[src/rtl/handler_stream_arbiter_if.sv]
// Bundle of the per-source AM handler streams and the merged axis_handler stream.
// slave is the arbiter's view; master is the view of the sources plus the downstream sink.
interface handler_stream_arbiter_if #(
   parameter int NUM_SOURCES = 4
);
   logic [64*NUM_SOURCES-1:0] s_axis_tdata;
   logic [NUM_SOURCES-1:0]    s_axis_tlast;
   logic [NUM_SOURCES-1:0]    s_axis_tvalid;
   logic [NUM_SOURCES-1:0]    s_axis_tready;
   logic [63:0]               m_axis_tdata;
   logic                      m_axis_tlast;
   logic                      m_axis_tvalid;
   logic                      m_axis_tready;

   modport slave (
      input  s_axis_tdata, s_axis_tlast, s_axis_tvalid, m_axis_tready,
      output s_axis_tready, m_axis_tdata, m_axis_tlast, m_axis_tvalid
   );

   modport master (
      output s_axis_tdata, s_axis_tlast, s_axis_tvalid, m_axis_tready,
      input  s_axis_tready, m_axis_tdata, m_axis_tlast, m_axis_tvalid
   );
endinterface

[src/rtl/handler_stream_arbiter.sv]
// Packet-atomic round-robin merge of AM handler streams into one handler stream.
// Packets whose header dest ID falls outside the kernel range are drained and counted.
module handler_stream_arbiter #(
   parameter int  NUM_SOURCES = 4,
   parameter int  NUM_KERNELS = 2,
   parameter int  CNT_WIDTH   = 16,
   localparam int SW          = (NUM_SOURCES > 1) ? $clog2(NUM_SOURCES) : 1
) (
   input  logic                 clock,
   input  logic                 reset_n,
   handler_stream_arbiter_if.slave axis,
   input  logic [15:0]          address_offset,
   output logic                 busy,
   output logic [SW-1:0]        grant,
   output logic [CNT_WIDTH-1:0] drop_count
);
   typedef enum logic [1:0] {ST_ARB, ST_PASS, ST_DROP} state_t;

   state_t               state_q, state_d;
   logic [SW-1:0]        grant_q, grant_d;
   logic [CNT_WIDTH-1:0] drop_q, drop_d;

   logic [63:0]   src_data [NUM_SOURCES];
   logic          win_found;
   logic [SW-1:0] win_idx;
   logic [15:0]   win_dest;
   logic          win_in_range;

   for (genvar gi = 0; gi < NUM_SOURCES; gi++) begin : g_unpack
      assign src_data[gi] = axis.s_axis_tdata[64*gi +: 64];
   end

   // Scan from the farthest candidate back to grant+1 so the nearest valid source wins.
   always_comb begin
      logic [SW-1:0] cand;
      win_found = 1'b0;
      win_idx   = grant_q;
      cand      = grant_q;
      for (int k = NUM_SOURCES; k >= 1; k--) begin
         cand = SW'((int'(grant_q) + k) % NUM_SOURCES);
         if (axis.s_axis_tvalid[cand]) begin
            win_found = 1'b1;
            win_idx   = cand;
         end
      end
   end

   assign win_dest     = src_data[win_idx][39:24] - address_offset;
   assign win_in_range = (win_dest < 16'(NUM_KERNELS));

   always_ff @(posedge clock or negedge reset_n) begin
      if (!reset_n) begin
         state_q <= ST_ARB;
         grant_q <= SW'(NUM_SOURCES - 1);
         drop_q  <= '0;
      end else begin
         state_q <= state_d;
         grant_q <= grant_d;
         drop_q  <= drop_d;
      end
   end

   always_comb begin
      state_d = state_q;
      grant_d = grant_q;
      drop_d  = drop_q;
      case (state_q)
         ST_ARB: begin
            if (win_found) begin
               grant_d = win_idx;
               if (win_in_range) begin
                  state_d = ST_PASS;
               end else begin
                  state_d = ST_DROP;
                  if (drop_q != {CNT_WIDTH{1'b1}}) drop_d = drop_q + CNT_WIDTH'(1);
               end
            end
         end
         ST_PASS: begin
            if (axis.s_axis_tvalid[grant_q] && axis.m_axis_tready && axis.s_axis_tlast[grant_q])
               state_d = ST_ARB;
         end
         ST_DROP: begin
            if (axis.s_axis_tvalid[grant_q] && axis.s_axis_tlast[grant_q])
               state_d = ST_ARB;
         end
         default: state_d = ST_ARB;
      endcase
   end

   // Data and last always follow the granted source; only valid/ready depend on state.
   always_comb begin
      axis.m_axis_tdata  = src_data[grant_q];
      axis.m_axis_tlast  = axis.s_axis_tlast[grant_q];
      axis.m_axis_tvalid = 1'b0;
      axis.s_axis_tready = '0;
      busy               = 1'b0;
      case (state_q)
         ST_PASS: begin
            axis.m_axis_tvalid          = axis.s_axis_tvalid[grant_q];
            axis.s_axis_tready[grant_q] = axis.m_axis_tready;
            busy                        = 1'b1;
         end
         ST_DROP: begin
            axis.s_axis_tready[grant_q] = 1'b1;
            busy                        = 1'b1;
         end
         default: ;
      endcase
   end

   assign grant      = grant_q;
   assign drop_count = drop_q;
endmodule

[src/flat_wrapper.sv]
// flat-port wrapper written by rule: the top's interface ports become plain ports
module handler_stream_arbiter_flat 
#(
   parameter int  NUM_SOURCES = 4,
   parameter int  NUM_KERNELS = 2,
   parameter int  CNT_WIDTH   = 16,
   localparam int SW          = (NUM_SOURCES > 1) ? $clog2(NUM_SOURCES) : 1
)
  (clock, reset_n, address_offset, busy, grant, drop_count, axis_s_axis_tdata, axis_s_axis_tlast, axis_s_axis_tvalid, axis_m_axis_tready, axis_s_axis_tready, axis_m_axis_tdata, axis_m_axis_tlast, axis_m_axis_tvalid);
  handler_stream_arbiter_if #(.NUM_SOURCES(NUM_SOURCES)) axis_i ();
  input  logic clock;
  input  logic reset_n;
  input  logic [15:0] address_offset;
  output logic busy;
  output logic [SW-1:0] grant;
  output logic [CNT_WIDTH-1:0] drop_count;
  input wire logic [$bits(axis_i.s_axis_tdata)-1:0] axis_s_axis_tdata;
  input wire logic [$bits(axis_i.s_axis_tlast)-1:0] axis_s_axis_tlast;
  input wire logic [$bits(axis_i.s_axis_tvalid)-1:0] axis_s_axis_tvalid;
  input wire logic [$bits(axis_i.m_axis_tready)-1:0] axis_m_axis_tready;
  output wire logic [$bits(axis_i.s_axis_tready)-1:0] axis_s_axis_tready;
  output wire logic [$bits(axis_i.m_axis_tdata)-1:0] axis_m_axis_tdata;
  output wire logic [$bits(axis_i.m_axis_tlast)-1:0] axis_m_axis_tlast;
  output wire logic [$bits(axis_i.m_axis_tvalid)-1:0] axis_m_axis_tvalid;
  assign axis_i.s_axis_tdata = axis_s_axis_tdata;
  assign axis_i.s_axis_tlast = axis_s_axis_tlast;
  assign axis_i.s_axis_tvalid = axis_s_axis_tvalid;
  assign axis_i.m_axis_tready = axis_m_axis_tready;
  assign axis_s_axis_tready = axis_i.s_axis_tready;
  assign axis_m_axis_tdata = axis_i.m_axis_tdata;
  assign axis_m_axis_tlast = axis_i.m_axis_tlast;
  assign axis_m_axis_tvalid = axis_i.m_axis_tvalid;
  handler_stream_arbiter #(.NUM_SOURCES(NUM_SOURCES), .NUM_KERNELS(NUM_KERNELS), .CNT_WIDTH(CNT_WIDTH)) u_core (.clock(clock), .reset_n(reset_n), .axis(axis_i), .address_offset(address_offset), .busy(busy), .grant(grant), .drop_count(drop_count));
endmodule
[config.mk]
export PLATFORM = sky130hd
export DESIGN_NAME = handler_stream_arbiter_flat
export DESIGN_NICKNAME = d
export VERILOG_FILES = /design/src/rtl/handler_stream_arbiter_if.sv /design/src/rtl/handler_stream_arbiter.sv /design/src/flat_wrapper.sv
export SDC_FILE = /design/constraint.sdc
export NUM_CORES = 1
export LEC_CHECK = 0
export CELL_PAD_IN_SITES_DETAIL_PLACEMENT = 1
export CELL_PAD_IN_SITES_GLOBAL_PLACEMENT = 1
export CORE_AREA = 2 2 146 148
export CTS_BUF_LIST = sky130_fd_sc_hd__clkbuf_2
export DETAILED_ROUTE_END_ITERATION = 6
export DIE_AREA = 0 0 148 150
export PLACE_DENSITY_LB_ADDON = 0.1
export SETUP_SLACK_MARGIN = 0.1
export SYNTH_ARGS = -nofsm -noshare
export SYNTH_HDL_FRONTEND = slang
export SYNTH_SLANG_ARGS = --single-unit
[constraint.sdc]
create_clock -name clock -period 8.05 [get_ports clock]
set_clock_uncertainty 0.05 [all_clocks]
set_input_delay 1.61 -clock clock [delete_from_list [all_inputs] [get_ports clock]]
set_output_delay 1.61 -clock clock [all_outputs]
set_load 0.01 [all_outputs]
**Run 1: power grid**

Bar = 50 um. Pins as bars on the die edge. Tap cells in grey.
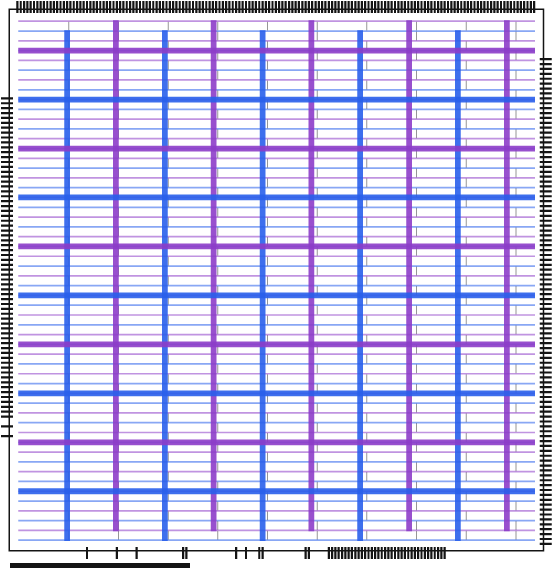
Key: VSS = blue; VDD = purple
275 tap cells. 10 straps on met4. 54 met1 rails follow the rows. 10 straps on met5. The core has 53 rows.
core region area: 0.0207 mm^2
IR Drop Worst-Case VDD: 0.000134 V
die height: 150 um
Die X: 148 um

**Run 1: cell classes on the final placement**

Bar = 50 um.
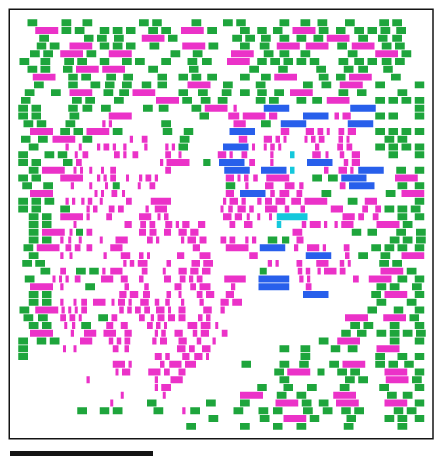
Key: remaining logic cells = magenta [cells 422, share of their area 46%]; remaining buffers and delay cells = green [cells 377, share of their area 47%]; clock drivers and dummy loads = cyan [cells 4, share of their area 0.56%]; registers = blue [cells 20, share of their area 6.3%]
# rows: 53
post-route cell area: 0.00840 mm^2

==> CHANGELOG.md, run 1 <==
## Implementation

* Status: complete, no violations
* Critical Path End: u_core.drop_count[1]
* Post-synth EDFFs at 0
* Final wirelength at between 20 and 25 mm
* WL met3 at around 1.5 mm
* Final-report hold violation count at 0
* Synth Cell Area at 0.00439 mm^2
* Total CTS buffers at 3
* Hold slack at about 0.48 ns
* Finished Layout Cells at 1,098
* Vias in the first global route at 6,029
* Fraction of cell area in non-clock buffers at 44.7%
* Initial antenna violation count at 0
* FA/HA/MAJ Cells, Area Fraction at under 10%
* Top cell area share at 34.4%
* Sequential power at 0.000226 W
* Register area share after synthesis at 11.5%
* Met2 routed WL at 12.4 mm
* Pre-CTS setup slack at 0.607 ns
* ANT nets after route at 0
* Mux share at a little over a third
* First-pass GRT wire length at 35.6 mm
* Min Clock Period, post-route at 7.17 ns
* Yosys warning tally at 0
* Final setup vio count at 0
* Crit-path max cell delay at 0.66 ns
* Vias per cell at 5.06
* Non-clock buffers at between 300 and 400
* Synth flops at 20
* Placed inst area at 0.00836 mm^2
* Internal at approximately 0.0015 W
* Flop count at 20
* Yosys cell types at a little over 60
* P_sw at 0.00147 W
* H-tree depth at 1
* Main logic family: multiplexers
* Most used flip-flop cell after synthesis: dfrtp_1
* Reg area at between 500 and 600 um^2
* Post-CTS sizing at 0
* Reg2Reg Setup Slack at 1.35 ns
* Remaining DRCs at 0
* Compound-Gate Fraction of Synth Area at 18.7%
* Largest net degree at the start of global routing at about 54
* Clock sink count at 20
* Crit path DAT at 7.39 ns
* Critical-path top delay cell: o31ai_4
* Hpwl dp at 20.5 mm
* Power Density at roughly 350 mW/mm^2
* CTS clock-pin slew for the worst setup and hold paths at around 0.23 ns
* CLK BUF at 3
* GR peak layer: met2
* Yosys Instances at ~470
* Hold Path Sink: u_core.drop_count[11]
* Dpl cells at 1,094
* Max layer used: met4
* Simple-gate area share of the yosys netlist at 17.9%
* Design Power at 0.00296 W
* Hold Crit Class: register to register
* Worst-case headroom to the max-slew limit at a little under a third
* Async SR Flop Fraction at 100%
* Worst setup path category: primary input to register
* Xor+xnor area frac at under 10%
* Clock buffers and inverters, area share at 0.536%
* Log Warnings at 31
* TAP cells at between 200 and 300
* Hold_sp: u_core.drop_count[11]
* Final GP Congestion at 0.877
* Met2 Usage GRT at between 30% and 40%
* Seq/total area at 6.08%
* Total GRT Usage at between 20% and 30%
* Comb_multi_in at 393
* Max-cap check violation count at 0
* Initial cell density of the core at 21.2%
* CP Cell Sequence: clkdlybuf4s50_1 > mux2i_1 > a22o_1 > nor2_2 > buf_4 > nand2_1 > a31oi_1 > ha_1 > a21oi_1 > o2111ai_1 > a2111oi_0 > o21ai_0 > a311oi_1 > nand4_1 > o31ai_4 > mux2_1
* Clock tree buffer depth at 2
* M1 WL at about 10 mm
**Run 1: clock distribution**

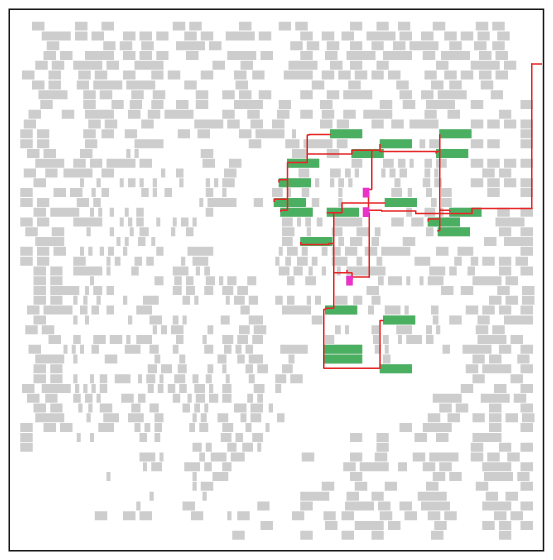
Key: flip-flops = green [count 20]; clock-net drivers = magenta [count 3]; clock wires = red [length 365 um]
There are 4 routed clock nets.
Clock Power Share: 2.7%
Clock group: 0.0000790 W

**Run 1: signal wires by layer**

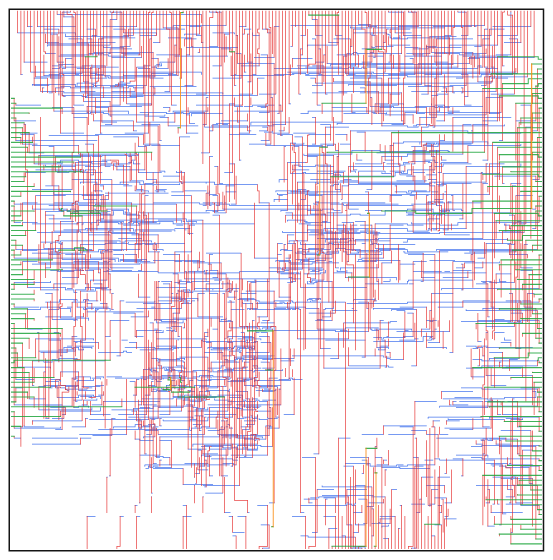

==> run 2: changes to the inputs <==
--- a/config.mk
+++ b/config.mk
@@ -15,2 +15,3 @@
 export SETUP_SLACK_MARGIN = 0.1
+export SLEW_MARGIN = 20
 export SYNTH_ARGS = -nofsm -noshare
==> constraint.sdc (replaced) <==
create_clock -name clock -period 8.05 [get_ports clock]
set_clock_uncertainty 0.05 [all_clocks]
set_input_delay 0.805 -clock clock [delete_from_list [all_inputs] [get_ports clock]]
set_output_delay 0.805 -clock clock [all_outputs]
set_load 0.01 [all_outputs]
**Run 2: signal wires by layer**

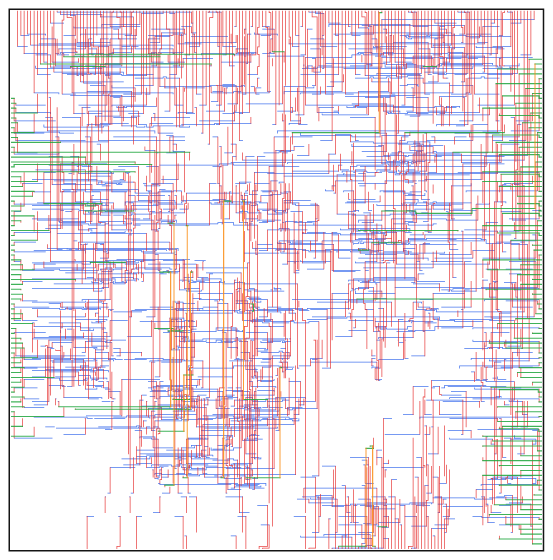
Key: M1 = blue [wire length 9,730 um]; M3 = green [wire length 1,650 um]; M2 = red [wire length 12,000 um]; M4 = orange [wire length 525 um]
vias post-DR: 5,600
post-DR wirelength/cell: 21.8 um
final wirelength: 23.9 mm

==> CHANGELOG.md, run 2 <==
## Implementation

* Critical-path top delay cell: dfstp_4
* Clock tree buffer depth at 2
* Max-area cell class: non-clock buffers
* Worst setup path category: register to register
* Initial cell density of the core at between 20% and 30%
* Mux share at 36.3%
* Hold Path Sink: u_core.drop_count[11]
* Largest net degree at the start of global routing at 78
* P_sw at 0.00148 W
* Final Cycle Share at 84.9%
* Register area share after synthesis at 11.5%
* Simple-gate area share of the yosys netlist at between 10% and 20%
* Hold slack at 0.494 ns
* Top power group: combinational cells
* CLK BUF at 3
* Most used flip-flop cell after synthesis: dfrtp_1
* Clock sink count at 20
* Dpl cells at 1,093
* Setup bufs post-CTS at 0
* Placed inst area at approximately 0.0084 mm^2
* Total gr overflow at 0
* RSZ-0062 raised after global routing: no
* Yosys top cell by instances: nand2_1
* Hpwl dp at 20.5 mm
* Logic cell area at 0.00364 mm^2
* Final setup vio count at 0
* Most frequent cells after synthesis: nand2_1, mux4_2, inv_1
* CP Launch Type: register
* Remaining DRCs at 0
* Log Warnings at 31
* Die height at 150 um
* WL met3 at 1.65 mm
* Reg area at 510 um^2
* Post-synthesis instance total at 474
* CP Cell Sequence: inv_1 > ha_1 > mux2_2 > a21oi_1 > o211a_1 > and3_1 > a31oi_1 > ha_1 > a21oi_1 > o2111ai_1 > a2111oi_0 > o21ai_0 > a311oi_1 > nand4_1 > o31ai_4 > mux2_1
* Sequential power at between 0.0002 and 0.0003 W
* Seq/total area at 6.08%
* Max-cap check violation count at 0
* Crit path DAT at 7.02 ns
* Critical Path End: u_core.drop_count[1]
* Post-synth EDFFs at 0
* Met2 routed WL at 12.0 mm
* Clock Power Share at under 10%
* Total GRT Usage at 20.3%
* Buffer and inverter count on the worst path at 1
* Synth Cell Area at roughly 0.0044 mm^2
* Power Density at 354 mW/mm^2
* Comb_multi_in at 393
* Final-report hold violation count at 0
* Status: complete, no violations
* Max FFs per register at 16
* Yosys warning tally at 0
* Min Clock Period, post-route at 6.84 ns
* Internal at 0.00149 W
* Compound-Gate Fraction of Synth Area at 18.7%
* Max layer used: met4
* Top cell area share at 34.4%
* Nets at 1,129
* Final Core Density at 40.6%
* Post-route cell area at between 0.008 and 0.009 mm^2
* FILL cells at between 2k and 2.5k
* Pre-CTS setup slack at between 1 and 1.5 ns
* Reg-to-Reg Start: u_core.grant[1]
* Yosys Instances at 474
* GR peak layer: met2
* TAP cells at 275
* CP delay by family, top: AND-OR/OR-AND gates
* Non-clock buffers at 376
* Combinational power share at between 80% and 90%
* Yosys cell types at 61
* Core region area at 0.0207 mm^2
* M1 WL at between 9 and 10 mm
* Hold Crit Class: register to register
* Chip footprint at 0.0222 mm^2
* FA/HA/MAJ Cells, Area Fraction at 6.73%
* Flop count at 20
* Worst Path Required at 8.23 ns
* First-pass GRT wire length at ~36 mm
* Dominant logic cell type in the layout: clkdlybuf4s50_1
* Main logic family: multiplexers
* Design Power at just under 0.003 W
* CTS tree: built
* Vias in the first global route at 6,106
* IR Drop Worst-Case VDD at 0.000138 V
* Crit-path max cell delay at 1.31 ns
* Async SR Flop Fraction at 100%
* Met2 Usage GRT at 36.1%
* Initial antenna violation count at 0
* Xor+xnor area frac at 3.20%
* Worst-case headroom to the max-slew limit at 36.5%
* Synth Net Count at 780
* Area growth from synthesis to layout at 91.4%
* Initial DRT Pass Iterations at 5
* Synth flops at 20
* Final GP Congestion at between 0.8 and 0.9
* ANT nets after route at 0
* Max Freq at 0.146 GHz
* CP endpoint kind: register
* Cell taking the most area after synthesis: mux4_2
* Reg2Reg Setup Slack at 1.21 ns
* Top Ports at 372
* Leak at 3.22 nW
* H-tree depth at 1
* Die X at roughly 150 um
* Vias per cell at 5.10
* Finished Layout Cells at 1,097
* Total CTS buffers at 3
* Post-CTS sizing at 0
* Clock root buffer: clkbuf_2
* Antenna Cells at 0
* Clock buffers and inverters, area share at 0.537%
* Comb pwr at 0.00260 W
* Hold_sp: u_core.drop_count[11]
* CTS clock-pin slew for the worst setup and hold paths at 0.22 ns
* Hold depth at 1
* Post-synth area from yosys stat at 0.00439 mm^2
* Fraction of cell area in non-clock buffers at approximately 45%
* # rows at 53
* Clock group at about 0.000075 W
* DR iter-0 viols at 203
* Most numerous logic cells after layout: clkdlybuf4s50_1, nand2_1, mux4_2
Power and IR drop assume default switching activity.
